==> run_1/final_congestion.png <==
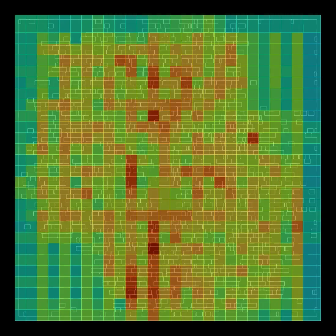
==> run_1/met3.png <==
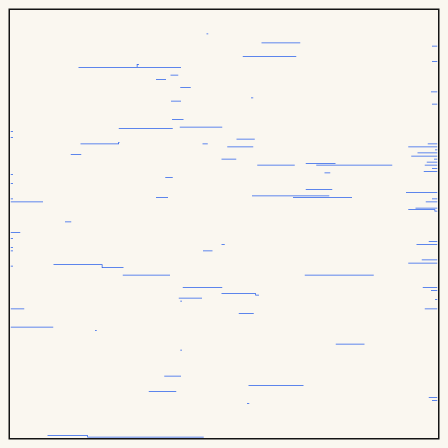
==> run_1/pins.png <==
Pins as bars across the die edge, other pins in grey.
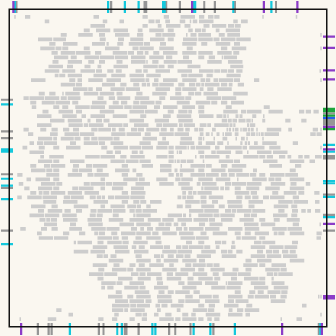
--- src/rtl/a0_monitor_pkg.sv ---
// Shared widths and the FIFO entry layout for the a0 change monitor.
package a0_monitor_pkg;

    localparam int A0_DATA_WIDTH = 32;
    localparam int A0_TS_WIDTH   = 16;

    typedef struct packed {
        logic [A0_DATA_WIDTH-1:0] data;
        logic [A0_TS_WIDTH-1:0]   ts;
    } a0_entry_t;

endpackage

--- src/rtl/a0_monitor_sync_fifo.sv ---
// Generic synchronous FIFO; full/empty come from an occupancy counter so the
// pointers can simply wrap. clr has priority over push and pop.
module sync_fifo #(
    parameter  int WIDTH = 32,
    parameter  int DEPTH = 8,
    localparam int PW    = $clog2(DEPTH),
    localparam int CW    = $clog2(DEPTH) + 1
) (
    input  logic             clk,
    input  logic             rst_n,
    input  logic             clr,
    input  logic             push,
    input  logic             pop,
    input  logic [WIDTH-1:0] wrData,
    output logic [WIDTH-1:0] rdData,
    output logic             full,
    output logic             empty,
    output logic [CW-1:0]    count
);

    logic [WIDTH-1:0] mem_r [DEPTH];
    logic [PW-1:0]    wrPtr_r;
    logic [PW-1:0]    rdPtr_r;
    logic [CW-1:0]    count_r;
    logic             doPush_s;
    logic             doPop_s;

    assign full   = (count_r == CW'(DEPTH));
    assign empty  = (count_r == {CW{1'b0}});
    assign count  = count_r;
    assign rdData = mem_r[rdPtr_r];

    // Qualify requests: a full FIFO only accepts a push alongside a pop.
    always_comb begin
        doPop_s  = pop && !empty;
        doPush_s = push && (!full || doPop_s);
    end

    // Storage, pointers and occupancy.
    always_ff @(posedge clk or negedge rst_n) begin
        if (!rst_n) begin
            wrPtr_r <= {PW{1'b0}};
            rdPtr_r <= {PW{1'b0}};
            count_r <= {CW{1'b0}};
            for (int i = 0; i < DEPTH; i++) begin
                mem_r[i] <= {WIDTH{1'b0}};
            end
        end else if (clr) begin
            wrPtr_r <= {PW{1'b0}};
            rdPtr_r <= {PW{1'b0}};
            count_r <= {CW{1'b0}};
        end else begin
            if (doPush_s) begin
                mem_r[wrPtr_r] <= wrData;
                wrPtr_r        <= wrPtr_r + PW'(1);
            end
            if (doPop_s) begin
                rdPtr_r <= rdPtr_r + PW'(1);
            end
            case ({doPush_s, doPop_s})
                2'b10:   count_r <= count_r + CW'(1);
                2'b01:   count_r <= count_r - CW'(1);
                default: count_r <= count_r;
            endcase
        end
    end

endmodule

--- src/rtl/a0_monitor.sv ---
// Records every change of the CPU's a0 register into a FIFO drained over a
// valid/ready stream. Define A0_MONITOR_TIMESTAMP_EN to timestamp each entry.
module a0_monitor
    import a0_monitor_pkg::*;
#(
    parameter  int DATA_WIDTH = A0_DATA_WIDTH,
    parameter  int DEPTH      = 8,
    parameter  int TS_WIDTH   = A0_TS_WIDTH,
    localparam int CW         = $clog2(DEPTH) + 1
) (
    input  logic                  clk_i,
    input  logic                  rst_ni,
    input  logic [DATA_WIDTH-1:0] a0_i,
    input  logic                  en_i,
    input  logic                  clr_i,
    input  logic                  ready_i,
    output logic                  valid_o,
    output logic [DATA_WIDTH-1:0] data_o,
    output logic [TS_WIDTH-1:0]   ts_o,
    output logic [CW-1:0]         count_o,
    output logic                  overflow_o
);

`ifdef A0_MONITOR_TIMESTAMP_EN
    localparam int ENTRY_W = DATA_WIDTH + TS_WIDTH;
`else
    localparam int ENTRY_W = DATA_WIDTH;
`endif

    logic [DATA_WIDTH-1:0] last_r;
    logic                  overflow_r;
    logic                  pushReq_s;
    logic                  popReq_s;
    logic                  full_s;
    logic                  empty_s;
    logic [ENTRY_W-1:0]    wrEntry_s;
    logic [ENTRY_W-1:0]    rdEntry_s;
    logic [CW-1:0]         fifoCount_s;

    // Change detection and pop request from the consumer handshake.
    always_comb begin
        pushReq_s = en_i && (a0_i != last_r);
        popReq_s  = !empty_s && ready_i;
    end

    // A dropped change still updates last, so it is never retried.
    always_ff @(posedge clk_i or negedge rst_ni) begin
        if (!rst_ni) begin
            last_r     <= {DATA_WIDTH{1'b0}};
            overflow_r <= 1'b0;
        end else if (clr_i) begin
            last_r     <= a0_i;
            overflow_r <= 1'b0;
        end else begin
            if (pushReq_s) begin
                last_r <= a0_i;
            end
            if (pushReq_s && full_s && !popReq_s) begin
                overflow_r <= 1'b1;
            end
        end
    end

`ifdef A0_MONITOR_TIMESTAMP_EN
    logic [TS_WIDTH-1:0] tsCnt_r;

    // Free-running timestamp, wraps silently.
    always_ff @(posedge clk_i or negedge rst_ni) begin
        if (!rst_ni) begin
            tsCnt_r <= {TS_WIDTH{1'b0}};
        end else begin
            tsCnt_r <= tsCnt_r + TS_WIDTH'(1);
        end
    end

    assign wrEntry_s = {a0_i, tsCnt_r};
    assign data_o    = rdEntry_s[ENTRY_W-1 -: DATA_WIDTH];
    assign ts_o      = rdEntry_s[TS_WIDTH-1:0];
`else
    assign wrEntry_s = a0_i;
    assign data_o    = rdEntry_s;
    assign ts_o      = {TS_WIDTH{1'b0}};
`endif

    sync_fifo #(
        .WIDTH (ENTRY_W),
        .DEPTH (DEPTH)
    ) u_fifo (
        .clk    (clk_i),
        .rst_n  (rst_ni),
        .clr    (clr_i),
        .push   (pushReq_s),
        .pop    (popReq_s),
        .wrData (wrEntry_s),
        .rdData (rdEntry_s),
        .full   (full_s),
        .empty  (empty_s),
        .count  (fifoCount_s)
    );

    assign valid_o    = !empty_s;
    assign count_o    = fifoCount_s;
    assign overflow_o = overflow_r;

endmodule

--- config.mk ---
export PLATFORM = sky130hd
export DESIGN_NAME = a0_monitor
export DESIGN_NICKNAME = d
export VERILOG_FILES = /design/src/rtl/a0_monitor_pkg.sv /design/src/rtl/a0_monitor_sync_fifo.sv /design/src/rtl/a0_monitor.sv
export SDC_FILE = /design/constraint.sdc
export NUM_CORES = 1
export LEC_CHECK = 0
export ABC_CLOCK_PERIOD_IN_PS = 3700
export CORE_MARGIN = 2
export CORE_UTILIZATION = 40
export DETAILED_ROUTE_END_ITERATION = 7
export HOLD_SLACK_MARGIN = 0.12
export PLACE_DENSITY = 0.65
export REMOVE_ABC_BUFFERS = 1
export SLEW_MARGIN = 20
export SYNTH_ARGS = -nofsm -noshare
export SYNTH_HDL_FRONTEND = slang
export SYNTH_SLANG_ARGS = --single-unit
--- constraint.sdc ---
create_clock -name clk_i -period 3.7 [get_ports clk_i]
set_input_delay 1.11 -clock clk_i [delete_from_list [all_inputs] [get_ports clk_i]]
set_output_delay 1.11 -clock clk_i [all_outputs]
set_load 0.02 [all_outputs]
==> impl_metrics.csv, run 1 <==
group,metric,value,unit
outcome,status,"completed",
worst_setup_path,worst_setup_path_type,"reg -> out",
sta,clock-skew-final,0.0209,ns
cells_and_area,antenna_cells_inserted,1,
detailed_routing,remaining_drc_errors,0,
clock_network,clock_tree.buffer_depth,3,
placed_design,globalplace.congestion,0.746,
sta,setup_viol_count_final,0,
cells_and_area,largest-register,"u_fifo.mem_r",
sta,tightestPinTransition,0.546,ns
cells_and_area,nNetsFinal,1041,
hold_path,hp-start,"u_fifo.mem_r[141]",
clock_network,cts_tree,"yes",
die,die_size,0.0363,mm2
cells_and_area,comb_cells,506,
clock_network,cts.htree.levels,2,
detailed_routing,drtIter0Drc,326,
global_routing,grt_first_pass_wirelength,49000,um
logic_synthesis,ys_warn_count,0,
die,num_rows,68,
global_routing,via_count_of_the_first_global_routing_pass,8250,
placed_design,place_inst,1417,
worst_setup_path,critical_path.n_buffers_inverters,3,
logic_synthesis,synth-edff-count,0,
cells_and_area,sh_seq_area,44.9,%
logic_synthesis,post_synth.cell_area_avg,15.6,um2
cells_and_area,sh_comb_area,35.4,%
clock_network,clock_sink_count,299,
logic_synthesis,mappedNetlistArea,0.0139,mm2
cells_and_area,layout.clock_buffers,50,
sta,postLayoutSetupSlackWorst,0.113,ns
logic_synthesis,ys_cells,891,
logic_synthesis,async_reset_ff_share,100,%
worst_setup_path,cp_data_required_time,2.59,ns
worst_setup_path,reg2reg_from,"last_r[7]",
clock_network,clk_pin_slew,0.06,ns
global_routing,grt_max_degree,80,
detailed_routing,met3WireLength,822,um
logic_synthesis,dominantRegCellSynth,"sky130_fd_sc_hd__dfrtp_1",
logic_synthesis,post_synth_inst_count,891,
worst_setup_path,timing.critical_path.slowest_cell_delay,0.52,ns
cells_and_area,clk_share,6.56,%
logic_synthesis,logic_family,"multiplexers",
worst_setup_path,setup.worst_path.end,"data_o[17]",
cells_and_area,post_layout_nonfiller_instances,1479,
global_routing,antenna_found_initial,1,
die,coreArea,0.0344,mm2
logic_synthesis,synth.most_common_cell,"sky130_fd_sc_hd__mux2_2",
detailed_routing,topRoutingLayerUsed,"met4",
cells_and_area,utilization,48.6,%
worst_setup_path,cp.depth,5,
logic_synthesis,synthAoiAreaFrac,0.477,%
die,fp-utilization,40.5,%
cells_and_area,area_share_nonclk_buffers,9.61,%
logic_synthesis,yosysUniqueCellTypes,32,
placed_design,detailedPlacementHpwl,18900,um
detailed_routing,post_drt_via_cell_ratio,5.24,
power_and_ir_drop,peakVddDrop,318,uV
worst_setup_path,reg2reg_to,"u_fifo.count[3]",
logic_synthesis,postSynthRegisterBits,299,
logic_synthesis,synth.area.mux_share,36.7,%
sta,timing_hold_violations_final,0,
clock_network,clockRootBuffer,"sky130_fd_sc_hd__clkbuf_16",
logic_synthesis,ys_sh_adder,0.360,%
logic_synthesis,synthXorXnorAreaFrac,2.46,%
clock_network,insertion_delay,0.51,ns
flow_run,openroad.warnings,26,
placed_design,place_worst_setup_slack,-0.250,ns
cells_and_area,number_of_flip_flops_in_the_largest_register,256,
global_routing,grtUsageMet1,24.9,%
die,io_pins,91,
worst_setup_path,worst_path_dominant_cell_family,"multiplexers",
detailed_routing,wl_met2,14700,um
logic_synthesis,largest_area_cell,"sky130_fd_sc_hd__dfrtp_1",
cells_and_area,logic_area,0.00592,mm2
detailed_routing,drt-total-wl,30500,um
logic_synthesis,ys_top_cells_by_count,"303 x sky130_fd_sc_hd__mux2_2, 299 x sky130_fd_sc_hd__dfrtp_1, 64 x sky130_fd_sc_hd__mux4_2, 42 x sky130_fd_sc_hd__buf_2, 35 x sky130_fd_sc_hd__xnor2_1",
logic_synthesis,yosys.area_share.simple,1.97,%
logic_synthesis,top_cell_area_share,53.8,%
cells_and_area,sequential_cell_total,299,
hold_path,min_path_type,"reg -> reg",
cells_and_area,inverters_excl_clock,5,
cells_and_area,area.growth.synth_to_final,20.1,%
global_routing,use_met2,28.7,%
worst_setup_path,setup.worst_path.start_class,"flip-flop",
logic_synthesis,synth.top_cells.by_area,"sky130_fd_sc_hd__dfrtp_1 54%, sky130_fd_sc_hd__mux2_2 25%, sky130_fd_sc_hd__mux4_2 10%, sky130_fd_sc_hd__xnor2_1 2.2%, sky130_fd_sc_hd__buf_4 1.7%",
cells_and_area,area.sequential,0.00749,mm2
hold_path,timing.hold.worst_endpoint,"u_fifo.mem_r[141]",
clock_network,cts_hold_buf,0,
cells_and_area,final_layout_top_logic_cell,"sky130_fd_sc_hd__mux2_2",
worst_setup_path,ff2ff_path_depth,11,
worst_setup_path,crit_path_max_fanout,11,
cells_and_area,layout.area.top_class,"sequential cells",
worst_setup_path,crit_slowest_cell,"sky130_fd_sc_hd__dfrtp_4",
logic_synthesis,yosys_area,0.0139,mm2
global_routing,overflow,0,
detailed_routing,wl_met1,14400,um
detailed_routing,route.vias.total,7745,
sta,maxSlewHeadroom,63.6,%
sta,fin_crit_sh,96.9,%
worst_setup_path,critPathLaunch,"u_fifo.rdPtr_r[0]",
cells_and_area,buffers,154,
sta,finalWorstPathRequiredPeriod,3.59,ns
power_and_ir_drop,power_per_cell_area,667,mW/mm2
hold_path,worstHoldPathCells,1,
die,well_tap_count,455,
power_and_ir_drop,total_leakage_power,7.58,nW
detailed_routing,drt.antenna.violating_nets,0,
flow_run,reported_max_cap_violation_count,0,
cells_and_area,drive_gt1_share,50.0,%
cells_and_area,most_frequent_cells_in_the_layout,"303 x sky130_fd_sc_hd__mux2_2, 296 x sky130_fd_sc_hd__dfrtp_1, 64 x sky130_fd_sc_hd__mux4_2",
About final_congestion.png:
post-DR wirelength/cell: 20.6 um
M3 GR Usage: 2.26%
busiest metal layer after global routing: met2
All-Layer GR Usage: 17.5%

About met3.png:
nets with wire on the layer: 61
main direction: horizontal

About pins.png:
[`data_o`] cyan | pins: 32 | direction: output | edge: 10 north, 9 south, 7 west, 6 east
[`valid_o`] blue | pins: 1 | direction: output | edge: east
[`count_o`] green | pins: 4 | direction: output | edge: east
[`ts_o`] purple | pins: 16 | direction: output | edge: 9 east, 4 north, 3 south
all pins by edge: 29 east, 25 south, 24 north, 13 west
number of I/O port buffers: 74
overall die height: 190 um
die boundary width: 190 um

-- run 1: timing repair --
item / CTS / global route
pin swaps: 0 / 0
endpoints found under the hold margin: 0 / 0
endpoints found under the setup margin: 31 / 2
gates resized: 31 / 2
buffers inserted: 2 / 0
-- run 1: report_power, final --
group          switching [mW]  total (mW)  internal [mW]
logic                    1.55        3.50           1.95
registers               0.390        4.39           4.00
clock network            1.30        3.25           1.95
-- run 1: metrics by stage --
stage	hold slack, ns	power (mW)	cell area, um2
global route	0.494	11.8	16700
CTS	0.490	11.3	16700
detailed placement	0.480	8.18	15600
floorplan	0.459	6.73	13400
global placement	0.474	8.11	15600
finish	0.489	11.1	16700
--- run 2 (diff from run 1) ---
CAP_MARGIN = 10   (was default)
CORE_UTILIZATION = 50   (was 40)
PLACE_DENSITY = 0.76   (was 0.65)
SYNTH_HIERARCHICAL = 1   (was default)
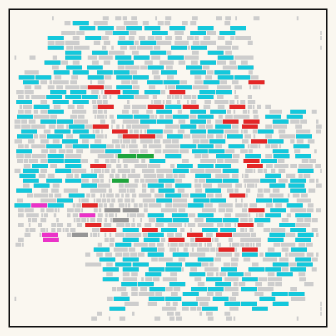
(run_2/registers.png)
Other sequential cells in the stronger grey, the rest of the logic in the fainter grey.
[`u_fifo/mem_r`] cyan | placed flops: 256 | where: widely spread
[`u_fifo/rdPtr_r`] green | placed flops: 3
[`u_fifo/count`] magenta | placed flops: 4
[`last_r`] red | placed flops: 32
not coloured: 4
final core utilization: 60.3%
Seq/total area: 43.3%

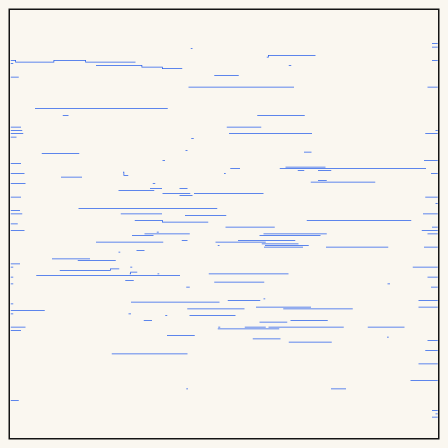
(run_2/met3.png)
nets with wire on the layer: 94
main direction: horizontal
drt total wl: 32900 um
M3 GR Usage: 2.56%
via count: 8698

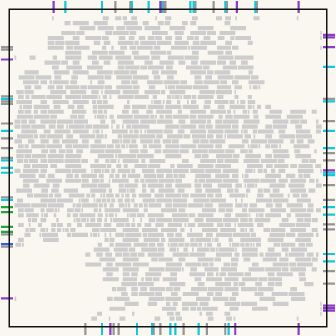
(run_2/pins.png)
Pins as bars across the die edge, other pins in grey.
[`ts_o`] purple | pins: 16 | direction: output | edge: 7 east, 4 north, 3 south, 2 west
[`count_o`] green | pins: 4 | direction: output | edge: west
[`valid_o`] blue | pins: 1 | direction: output | edge: west
[`data_o`] cyan | pins: 32 | direction: output | edge: 10 east, 9 north, 7 south, 6 west
all pins by edge: 27 east, 25 west, 21 north, 18 south

==> run 2 against run 1 <==
  * The flow now finishes with violations (negative setup slack)
  * Worst hold slack improved by 0.0013 ns
  * Combinational power decreased by 9.4%
  * Via count increased by 12%
  * Synthesized cell count increased by 10%
  * Wire length increased by 7.9%
  * Synthesized area increased by 4.6%
  * Core utilization increased by 12 points
  * Critical path type unchanged
  * Critical endpoint is now data_o[14]
==> impl_metrics.csv, run 2 <==
group,metric,value,unit
outcome,status,"finished, violations left",
outcome,violations,"negative setup slack",
worst_setup_path,setup.worst_path.end,"data_o[14]",
die,num_rows,62,
logic_synthesis,synth.top_cells.by_area,"sky130_fd_sc_hd__dfrtp_1 51%, sky130_fd_sc_hd__mux2_2 19%, sky130_fd_sc_hd__mux4_2 9.9%, sky130_fd_sc_hd__mux2_4 3.1%, sky130_fd_sc_hd__o211ai_2 2.5%",
logic_synthesis,yosys_area,0.0145,mm2
worst_setup_path,crit_slowest_cell,"sky130_fd_sc_hd__mux4_2",
power_and_ir_drop,p_sw_share,28.4,%
clock_network,cts.htree.levels,1,
cells_and_area,clk_share,5.90,%
worst_setup_path,ff2ff_path_depth,8,
worst_setup_path,worst_setup_path_type,"reg -> out",
logic_synthesis,mappedNetlistArea,0.0145,mm2
logic_synthesis,synth.most_common_cell,"sky130_fd_sc_hd__dfrtp_1",
placed_design,globalplace.congestion,0.796,
hold_path,timing.hold.worst_endpoint,"u_fifo/mem_r[68]",
logic_synthesis,dominantRegCellSynth,"sky130_fd_sc_hd__dfrtp_1",
hold_path,worstHoldPathCells,1,
logic_synthesis,ys_warn_count,6,
worst_setup_path,cp.depth,4,
global_routing,grt_use_total,22.3,%
worst_setup_path,critical_path.n_buffers_inverters,2,
global_routing,via_count_of_the_first_global_routing_pass,9430,
placed_design,detailedPlacementHpwl,20400,um
placed_design,placement.cell_area,0.0162,mm2
cells_and_area,sequential_cell_total,299,
sta,postLayoutSetupSlackWorst,-0.0337,ns
cells_and_area,stdcell_area,0.0173,mm2
cells_and_area,comb_cells,610,
die,fp-utilization,50.7,%
placed_design,place_worst_setup_slack,-0.422,ns
clock_network,clockRootBuffer,"sky130_fd_sc_hd__clkbuf_16",
flow_run,openroad.warnings,27,
sta,timing_hold_violations_final,0,
hold_path,hp-start,"u_fifo/mem_r[68]",
worst_setup_path,critPathLaunch,"u_fifo/rdPtr_r[0]",
power_and_ir_drop,seqPwrFrac,41.9,%
cells_and_area,nNetsFinal,1155,
cells_and_area,most_frequent_cells_in_the_layout,"296 x sky130_fd_sc_hd__dfrtp_1, 249 x sky130_fd_sc_hd__mux2_2, 74 x sky130_fd_sc_hd__buf_4",
power_and_ir_drop,post-layout-total-power,10.7,mW
sta,setup_tns,-0.114,ns
power_and_ir_drop,comb_cell_power,3.17,mW
clock_network,clock_tree.buffer_depth,3,
cells_and_area,layout.clock_buffers,46,
cells_and_area,sh_comb_area,38.2,%
clock_network,clock_sink_count,299,
sta,clock-skew-final,0.00940,ns
logic_synthesis,synth-edff-count,0,
worst_setup_path,setup.worst_path.start_class,"flip-flop",
logic_synthesis,yosys.area_share.simple,3.73,%
global_routing,grt_max_degree,86,
logic_synthesis,ys_cells,983,
detailed_routing,wl_met2,16000,um
power_and_ir_drop,power_report.internal_total,7.69,mW
cells_and_area,area.sequential,0.00749,mm2
sta,finalWorstPathRequiredPeriod,3.73,ns
cells_and_area,post_layout_nonfiller_instances,1521,
logic_synthesis,synthXorXnorAreaFrac,2.35,%
sta,setup_viol_count_final,7,
power_and_ir_drop,peakVddDrop,464,uV
detailed_routing,met3WireLength,1610,um
worst_setup_path,reg2reg_from,"u_fifo/count[0]",
power_and_ir_drop,sequential_power,4.51,mW
logic_synthesis,async_reset_ff_share,100,%
worst_setup_path,timing.critical_path.slowest_cell_delay,0.55,ns
power_and_ir_drop,pwr-share-clk,28.6,%
logic_synthesis,post_synth.cell_area_avg,14.8,um2
placed_design,numPortBuffers,74,
flow_run,reported_max_cap_violation_count,0,
power_and_ir_drop,share_of_power_burned_in_combinational_logic,29.5,%
cells_and_area,layout.area.top_class,"sequential cells",
power_and_ir_drop,maxPowerGroup,"sequential cells",
cells_and_area,number_of_flip_flops_in_the_largest_register,256,
logic_synthesis,synthAoiAreaFrac,5.00,%
logic_synthesis,top_cell_area_share,51.4,%
logic_synthesis,largest_area_cell,"sky130_fd_sc_hd__dfrtp_1",
cells_and_area,area_share_nonclk_buffers,9.79,%
worst_setup_path,worst_path_dominant_cell_family,"multiplexers",
sta,maxSlewHeadroom,55.3,%
global_routing,antenna_found_initial,0,
detailed_routing,wl_per_cell,21.6,um
die,well_tap_count,384,
die,die_h,175,um
power_and_ir_drop,p_switching,3.05,mW
cells_and_area,logic_area,0.00661,mm2
detailed_routing,wl_met1,14400,um
sta,tightestPinTransition,0.670,ns
power_and_ir_drop,total_leakage_power,7.88,nW
die,io_pins,91,
cells_and_area,largest-register,"u_fifo/mem_r",
die,coreArea,0.0287,mm2
worst_setup_path,cp_data_required_time,2.59,ns
detailed_routing,topRoutingLayerUsed,"met4",
logic_synthesis,ys_top_cells_by_count,"299 x sky130_fd_sc_hd__dfrtp_1, 249 x sky130_fd_sc_hd__mux2_2, 68 x sky130_fd_sc_hd__nand2_1, 64 x sky130_fd_sc_hd__mux4_2, 38 x sky130_fd_sc_hd__o211ai_1",
cells_and_area,drive_gt1_share,47.8,%
power_and_ir_drop,power_per_cell_area,621,mW/mm2
clock_network,insertion_delay,0.55,ns
die,die_size,0.0305,mm2
logic_synthesis,yosysUniqueCellTypes,49,
clock_network,cts_tree,"yes",
die,fp.dieW,175,um
## run 2: cell count changes in the layout (fill, tap and decap cells not counted), sizes merged, moves of 20 or more
cell,before,now
o211ai,0,67
nand2,4,68
xor2,4,36
mux2,322,288
dlygate4sd2,30,10
xnor2,35,3
## run 2: layer usage
metal | GRT usage [%] | up-vias
met3 | 2.56 | 55
met4 | 6.22 | 0
met2 | 36.9 | 218
met5 | 0 | -
li1 | - | 3873
met1 | 31.6 | 4552
## run 2: timing repair
| action | 4_1_cts | 5_1_grt |
|---|---|---|
| cloned | 2 | 0 |
| hold buffers | 0 | 0 |
| pin swaps | 0 | 1 |
| setup endpoints to repair | 32 | 32 |
| resized | 23 | 23 |
| buffers inserted | 2 | 2 |
Power figures rest on the tool's default switching activity, not on a simulated workload.
